<file path="src/rtl/mic1_ws_core.sv">
// mic1_ws_core: Mic-1 microarchitecture core with req/ack wait-state memory ports.
// Executes one microinstruction per cycle from an external combinational microstore
// and freezes when a result is needed before memory has answered.
//
// Optional feature macro: MIC1_PERF_EN (adds cycle and stall performance counters;
// when undefined both counter ports are tied to zero and no counter flops exist).
//
// Ports:
//   clk_i          clock, all state on the rising edge
//   reset_i        asynchronous active-high reset
//   mp_addr_o      microstore address (MPC register)
//   mp_rdata_i     microinstruction, combinational from mp_addr_o
//   dmem_req_o     data request, held until the ack cycle
//   dmem_we_o      data write qualifier
//   dmem_addr_o    captured word address (MAR)
//   dmem_wdata_o   captured write data (MDR)
//   dmem_rdata_i   read data, valid with dmem_ack_i
//   dmem_ack_i     one-cycle data completion pulse
//   imem_req_o     instruction byte fetch request
//   imem_addr_o    captured PC
//   imem_rdata_i   fetched byte, valid with imem_ack_i
//   imem_ack_i     one-cycle fetch completion pulse
//   stall_o        current microinstruction is held this cycle (combinational)
//   out_o          H register, for debug
//   cyc_cnt_o      cycles since reset (MIC1_PERF_EN)
//   stall_cnt_o    stalled cycles since reset (MIC1_PERF_EN)
module mic1_ws_core #(
    parameter int unsigned       DATA_W    = 32,
    parameter int unsigned       MPC_W     = 9,
    parameter logic [DATA_W-1:0] CPP_RESET = '0
) (
    input  logic                clk_i,
    input  logic                reset_i,
    output logic [MPC_W-1:0]    mp_addr_o,
    input  logic [MPC_W+26:0]   mp_rdata_i,
    output logic                dmem_req_o,
    output logic                dmem_we_o,
    output logic [DATA_W-1:0]   dmem_addr_o,
    output logic [DATA_W-1:0]   dmem_wdata_o,
    input  logic [DATA_W-1:0]   dmem_rdata_i,
    input  logic                dmem_ack_i,
    output logic                imem_req_o,
    output logic [DATA_W-1:0]   imem_addr_o,
    input  logic [7:0]          imem_rdata_i,
    input  logic                imem_ack_i,
    output logic                stall_o,
    output logic [DATA_W-1:0]   out_o,
    output logic [31:0]         cyc_cnt_o,
    output logic [31:0]         stall_cnt_o
);

    typedef enum logic {
        ST_IDLE = 1'b0,
        ST_PEND = 1'b1
    } port_st_t;

    // Microinstruction fields
    logic [3:0]       b_sel;
    logic             mem_fetch, mem_rd, mem_wr;
    logic [8:0]       c_sel;
    logic             f0, f1, ena, enb, inva, inc;
    logic             sll8, sra1;
    logic             jamz, jamn, jmpc;
    logic [MPC_W-1:0] next_addr;

    assign b_sel     = mp_rdata_i[3:0];
    assign mem_fetch = mp_rdata_i[4];
    assign mem_rd    = mp_rdata_i[5];
    assign mem_wr    = mp_rdata_i[6];
    assign c_sel     = mp_rdata_i[15:7];
    assign inc       = mp_rdata_i[16];
    assign inva      = mp_rdata_i[17];
    assign enb       = mp_rdata_i[18];
    assign ena       = mp_rdata_i[19];
    assign f1        = mp_rdata_i[20];
    assign f0        = mp_rdata_i[21];
    assign sra1      = mp_rdata_i[22];
    assign sll8      = mp_rdata_i[23];
    assign jamz      = mp_rdata_i[24];
    assign jamn      = mp_rdata_i[25];
    assign jmpc      = mp_rdata_i[26];
    assign next_addr = mp_rdata_i[MPC_W+26:27];

    // Architectural registers
    logic [DATA_W-1:0] mar_q, mdr_q, pc_q, sp_q, lv_q, cpp_q, tos_q, opc_q, h_q;
    logic [DATA_W-1:0] mar_d, mdr_d, pc_d, sp_d, lv_d, cpp_d, tos_d, opc_d, h_d;
    logic [7:0]        mbr_q, mbr_d;
    logic [MPC_W-1:0]  mpc_q, mpc_d;

    // Memory port state and captured request attributes
    port_st_t          d_st_q, d_st_d, i_st_q, i_st_d;
    logic              dmem_we_q, dmem_we_d;
    logic [DATA_W-1:0] dmem_addr_q, dmem_addr_d;
    logic [DATA_W-1:0] dmem_wdata_q, dmem_wdata_d;
    logic [DATA_W-1:0] imem_addr_q, imem_addr_d;

    logic [DATA_W-1:0] b_bus, a_op, b_op, alu_res, c_bus;
    logic              flag_n, flag_z;
    logic [MPC_W-1:0]  next_mpc;
    logic              stall, commit, issue;
    logic              d_ack_ok, i_ack_ok;

    // Acks only count while the port is waiting
    assign d_ack_ok = (d_st_q == ST_PEND) & dmem_ack_i;
    assign i_ack_ok = (i_st_q == ST_PEND) & imem_ack_i;

    assign stall  = ((d_st_q == ST_PEND) & ~dmem_ack_i) |
                    ((i_st_q == ST_PEND) & ~imem_ack_i);
    assign commit = ~stall;
    assign issue  = commit & (mem_wr | mem_rd | mem_fetch);

    // B bus source select
    always_comb begin
        b_bus = '0;
        case (b_sel)
            4'd0:    b_bus = mdr_q;
            4'd1:    b_bus = pc_q;
            4'd2:    b_bus = {{(DATA_W-8){mbr_q[7]}}, mbr_q};
            4'd3:    b_bus = {{(DATA_W-8){1'b0}}, mbr_q};
            4'd4:    b_bus = sp_q;
            4'd5:    b_bus = lv_q;
            4'd6:    b_bus = cpp_q;
            4'd7:    b_bus = tos_q;
            4'd8:    b_bus = opc_q;
            default: b_bus = '0;
        endcase
    end

    // ALU and shifter; flags come from the pre-shift result
    always_comb begin
        a_op    = ena ? h_q : '0;
        if (inva) begin
            a_op = ~a_op;
        end
        b_op    = enb ? b_bus : '0;
        alu_res = '0;
        case ({f0, f1})
            2'b00:   alu_res = a_op & b_op;
            2'b01:   alu_res = a_op | b_op;
            2'b10:   alu_res = ~b_op;
            default: alu_res = a_op + b_op + DATA_W'(inc);
        endcase
        flag_n = alu_res[DATA_W-1];
        flag_z = (alu_res == '0);
        c_bus  = alu_res;
        if (sll8) begin
            c_bus = {alu_res[DATA_W-9:0], 8'h00};
        end else if (sra1) begin
            c_bus = {alu_res[DATA_W-1], alu_res[DATA_W-1:1]};
        end
    end

    // Next microaddress: JMPC dispatch or JAM into the top address bit
    always_comb begin
        next_mpc = next_addr;
        if (jmpc) begin
            next_mpc = next_addr | MPC_W'(mbr_q);
        end else begin
            next_mpc[MPC_W-1] = next_addr[MPC_W-1] | (jamz & flag_z) | (jamn & flag_n);
        end
    end

    // Next-state: C writes on commit, memory loads win over a same-edge C write
    always_comb begin
        mar_d = mar_q;
        mdr_d = mdr_q;
        pc_d  = pc_q;
        sp_d  = sp_q;
        lv_d  = lv_q;
        cpp_d = cpp_q;
        tos_d = tos_q;
        opc_d = opc_q;
        h_d   = h_q;
        mbr_d = mbr_q;
        mpc_d = mpc_q;

        if (commit) begin
            if (c_sel[0]) mar_d = c_bus;
            if (c_sel[1]) mdr_d = c_bus;
            if (c_sel[2]) pc_d  = c_bus;
            if (c_sel[3]) sp_d  = c_bus;
            if (c_sel[4]) lv_d  = c_bus;
            if (c_sel[5]) cpp_d = c_bus;
            if (c_sel[6]) tos_d = c_bus;
            if (c_sel[7]) opc_d = c_bus;
            if (c_sel[8]) h_d   = c_bus;
            mpc_d = next_mpc;
        end

        if (d_ack_ok && !dmem_we_q) begin
            mdr_d = dmem_rdata_i;
        end
        if (i_ack_ok) begin
            mbr_d = imem_rdata_i;
        end
    end

    // Port FSMs and request capture; write wins when wr and rd are both set
    always_comb begin
        d_st_d       = d_st_q;
        i_st_d       = i_st_q;
        dmem_we_d    = dmem_we_q;
        dmem_addr_d  = dmem_addr_q;
        dmem_wdata_d = dmem_wdata_q;
        imem_addr_d  = imem_addr_q;

        if (d_ack_ok) d_st_d = ST_IDLE;
        if (i_ack_ok) i_st_d = ST_IDLE;

        if (issue) begin
            dmem_addr_d  = mar_d;
            dmem_wdata_d = mdr_d;
            imem_addr_d  = pc_d;
            dmem_we_d    = mem_wr;
            if (mem_wr || mem_rd) d_st_d = ST_PEND;
            if (mem_fetch)        i_st_d = ST_PEND;
        end
    end

    // State registers
    always_ff @(posedge clk_i or posedge reset_i) begin
        if (reset_i) begin
            mar_q        <= '0;
            mdr_q        <= '0;
            pc_q         <= '1;
            sp_q         <= '0;
            lv_q         <= '0;
            cpp_q        <= CPP_RESET;
            tos_q        <= '0;
            opc_q        <= '0;
            h_q          <= '0;
            mbr_q        <= '0;
            mpc_q        <= '0;
            d_st_q       <= ST_IDLE;
            i_st_q       <= ST_IDLE;
            dmem_we_q    <= 1'b0;
            dmem_addr_q  <= '0;
            dmem_wdata_q <= '0;
            imem_addr_q  <= '1;
        end else begin
            mar_q        <= mar_d;
            mdr_q        <= mdr_d;
            pc_q         <= pc_d;
            sp_q         <= sp_d;
            lv_q         <= lv_d;
            cpp_q        <= cpp_d;
            tos_q        <= tos_d;
            opc_q        <= opc_d;
            h_q          <= h_d;
            mbr_q        <= mbr_d;
            mpc_q        <= mpc_d;
            d_st_q       <= d_st_d;
            i_st_q       <= i_st_d;
            dmem_we_q    <= dmem_we_d;
            dmem_addr_q  <= dmem_addr_d;
            dmem_wdata_q <= dmem_wdata_d;
            imem_addr_q  <= imem_addr_d;
        end
    end

    assign mp_addr_o    = mpc_q;
    assign dmem_req_o   = (d_st_q == ST_PEND);
    assign dmem_we_o    = dmem_we_q;
    assign dmem_addr_o  = dmem_addr_q;
    assign dmem_wdata_o = dmem_wdata_q;
    assign imem_req_o   = (i_st_q == ST_PEND);
    assign imem_addr_o  = imem_addr_q;
    assign stall_o      = stall;
    assign out_o        = h_q;

`ifdef MIC1_PERF_EN
    logic [31:0] cyc_cnt_q, stall_cnt_q;

    // Free-running performance counters, wrap at 2^32
    always_ff @(posedge clk_i or posedge reset_i) begin
        if (reset_i) begin
            cyc_cnt_q   <= '0;
            stall_cnt_q <= '0;
        end else begin
            cyc_cnt_q <= cyc_cnt_q + 32'd1;
            if (stall) begin
                stall_cnt_q <= stall_cnt_q + 32'd1;
            end
        end
    end

    assign cyc_cnt_o   = cyc_cnt_q;
    assign stall_cnt_o = stall_cnt_q;
`else
    assign cyc_cnt_o   = '0;
    assign stall_cnt_o = '0;
`endif

endmodule

</file>
<file path="config.mk">
export PLATFORM = sky130hd
export DESIGN_NAME = mic1_ws_core
export DESIGN_NICKNAME = d
export VERILOG_FILES = /design/src/rtl/mic1_ws_core.sv
export SDC_FILE = /design/constraint.sdc
export NUM_CORES = 1
export LEC_CHECK = 0
export ABC_CLOCK_PERIOD_IN_PS = 13850
export CAP_MARGIN = 20
export CORE_ASPECT_RATIO = 1.1
export CORE_UTILIZATION = 33
export DETAILED_ROUTE_END_ITERATION = 10
export HOLD_SLACK_MARGIN = 0.15
export SKIP_LAST_GASP = 1
export SYNTH_ARGS = -nofsm -noshare
export SYNTH_HDL_FRONTEND = slang
export SYNTH_SLANG_ARGS = --single-unit
</file>
<file path="constraint.sdc">
create_clock -name clk_i -period 13.85 [get_ports clk_i]
set_clock_uncertainty 0.15 [all_clocks]
set_input_delay 2.77 -clock clk_i [delete_from_list [all_inputs] [get_ports clk_i]]
set_output_delay 2.77 -clock clk_i [all_outputs]
set_load 0.01 [all_outputs]
</file>
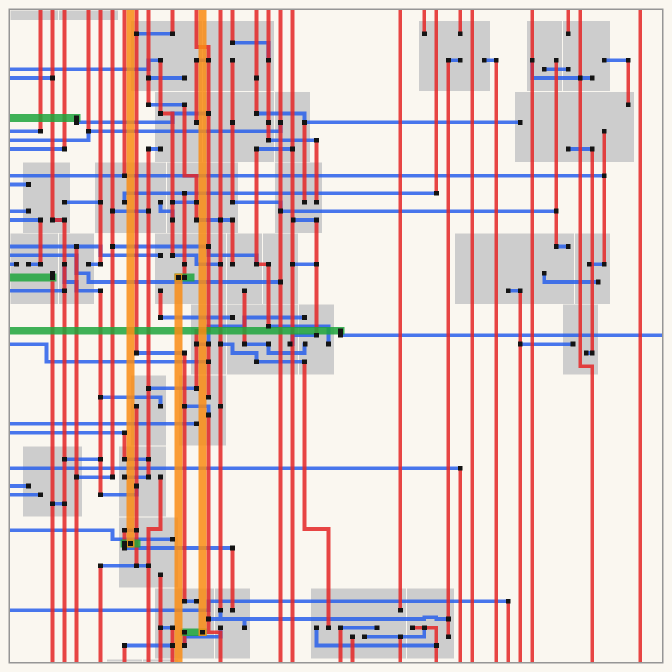
Fig. 1. Zoomed window.
Window x 178 to 203, y 57 to 82 um. Cells in gray, sequential cells in the stronger gray; small squares are vias.
Key: green = met3; orange = met4; red = met2; blue = met1
Most frequent: a21o_1 (6), nor2_1 (5). 33 logic cells have their middle in the window. Sequential cells in the window: 0.

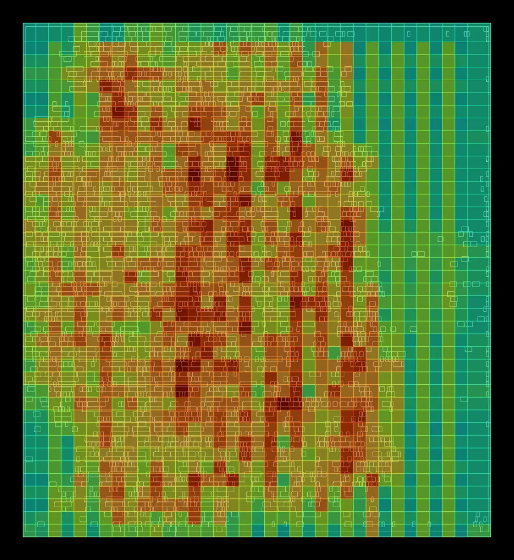
Fig. 2. Congestion heat map.
met2 GRT Util: 36.9%
Top Usage Layer GRT: met2
GR Util All Layers: 23.3%

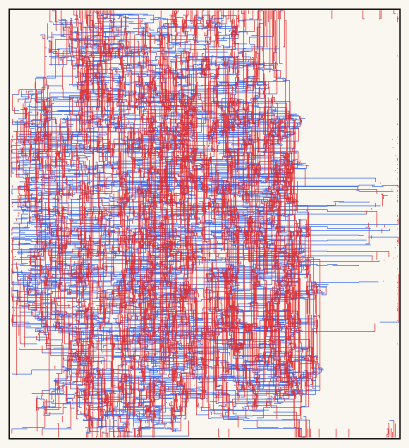
Fig. 3. Routed metal, one color a layer.
Two of the layers only.
Key: red = met2 [wire length 38.5 mm]; blue = met1 [wire length 36.6 mm]
Routed WL: 83,300 um
vias: 19,859

==> results.json <==
{
  "status": "finished, final reports clean",
  "htreeDepth": 2,
  "grt_pass1_wl_um": 125000,
  "antenna_cells": 0,
  "postSynthSeqShare_pct": 44.2,
  "ys_async_sr_fraction_pct": 100,
  "top_cells_by_count": "438 x nand2_1, 340 x dfrtp_1, 177 x o21ai_0",
  "taps": 927,
  "drc": 0,
  "num-multi-input-gates": 1827,
  "place_area_um2": 25900,
  "power-top-group": "sequential cells",
  "grt.overflow.total": 0,
  "routed_via_density": 5.54,
  "r2r-end": "dmem_wdata_o[25]",
  "rows": 101,
  "p_per_area_nw_per_um2": 157,
  "end_kind": "flop",
  "path_cells": "buf_4 -> nor2b_1 -> nor2b_1 -> a32oi_1 -> a31oi_1 -> fa_1 -> inv_1 -> fa_1 -> nand2b_1 -> a21oi_1 -> o21ai_0 -> nor2_1 -> a211oi_1 -> a21oi_1 -> o21ai_0 -> a211o_1 -> a211oi_1 -> o21ai_0 -> mux2_2",
  "synth-adder-area-share_pct": 3.27,
  "p_total_uw": 4280,
  "rsz0062_at_grt": "false",
  "p_leak_uw": 0.0117,
  "finalCritPeriodShare_pct": 66.7,
  "wl_met2_um": 38500,
  "cp_num_buf_inv": 2,
  "final_util_pct": 39.4,
  "met1_length_um": 36600,
  "synthCells": 2482,
  "cts_setup_buffers": 0,
  "nClkBuffers": 60,
  "fin_area_um2": 27200,
  "clkPwrFrac_pct": 25.7,
  "buffers": 268,
  "final_max_slew_viol_count": 0,
  "yosysTopAreaCell": "dfrtp_1",
  "drive_gt1_share_pct": 15.0,
  "post-place-ws_ns": 4.22,
  "power.internal_uw": 2800,
  "r2r_setup_slack_ns": 7.61,
  "crit_path_start_kind": "input port",
  "comb_share_pct": 42.9,
  "slew-limit-headroom_pct": 29.0,
  "hold_viol": 0,
  "mux_area_share_pct": 11.4,
  "nNonClkInverters": 82,
  "max_freq_mhz": 108
}
## registers in the layout, summed over array words and instances, names as in the netlist, 9 cells and up
signal,cells
cpp_q,32
dmem_addr_o,32
dmem_wdata_o,32
imem_addr_o,32
lv_q,32
mar_q,32
mdr_q,32
opc_q,32
out_o,32
pc_q,32
sp_q,32
tos_q,32
mp_addr_o,9
## placed cells by master (no fill, tap or decap), types with 26 or more instances in the layout
master,instances
a211oi_1,32
a21o_1,26
a21oi_1,112
a31oi_1,51
buf_4,48
clkbuf_16,41
clkdlybuf4s50_1,214
conb_1,64
dfrtp_1,340
dfstp_2,64
ha_1,57
inv_1,80
mux2_2,159
mux2i_1,54
nand2_1,436
nand3_1,32
nor2_1,170
o21ai_0,177
o31ai_1,40
xnor2_1,28
Power is estimated from default activity; no workload was simulated.
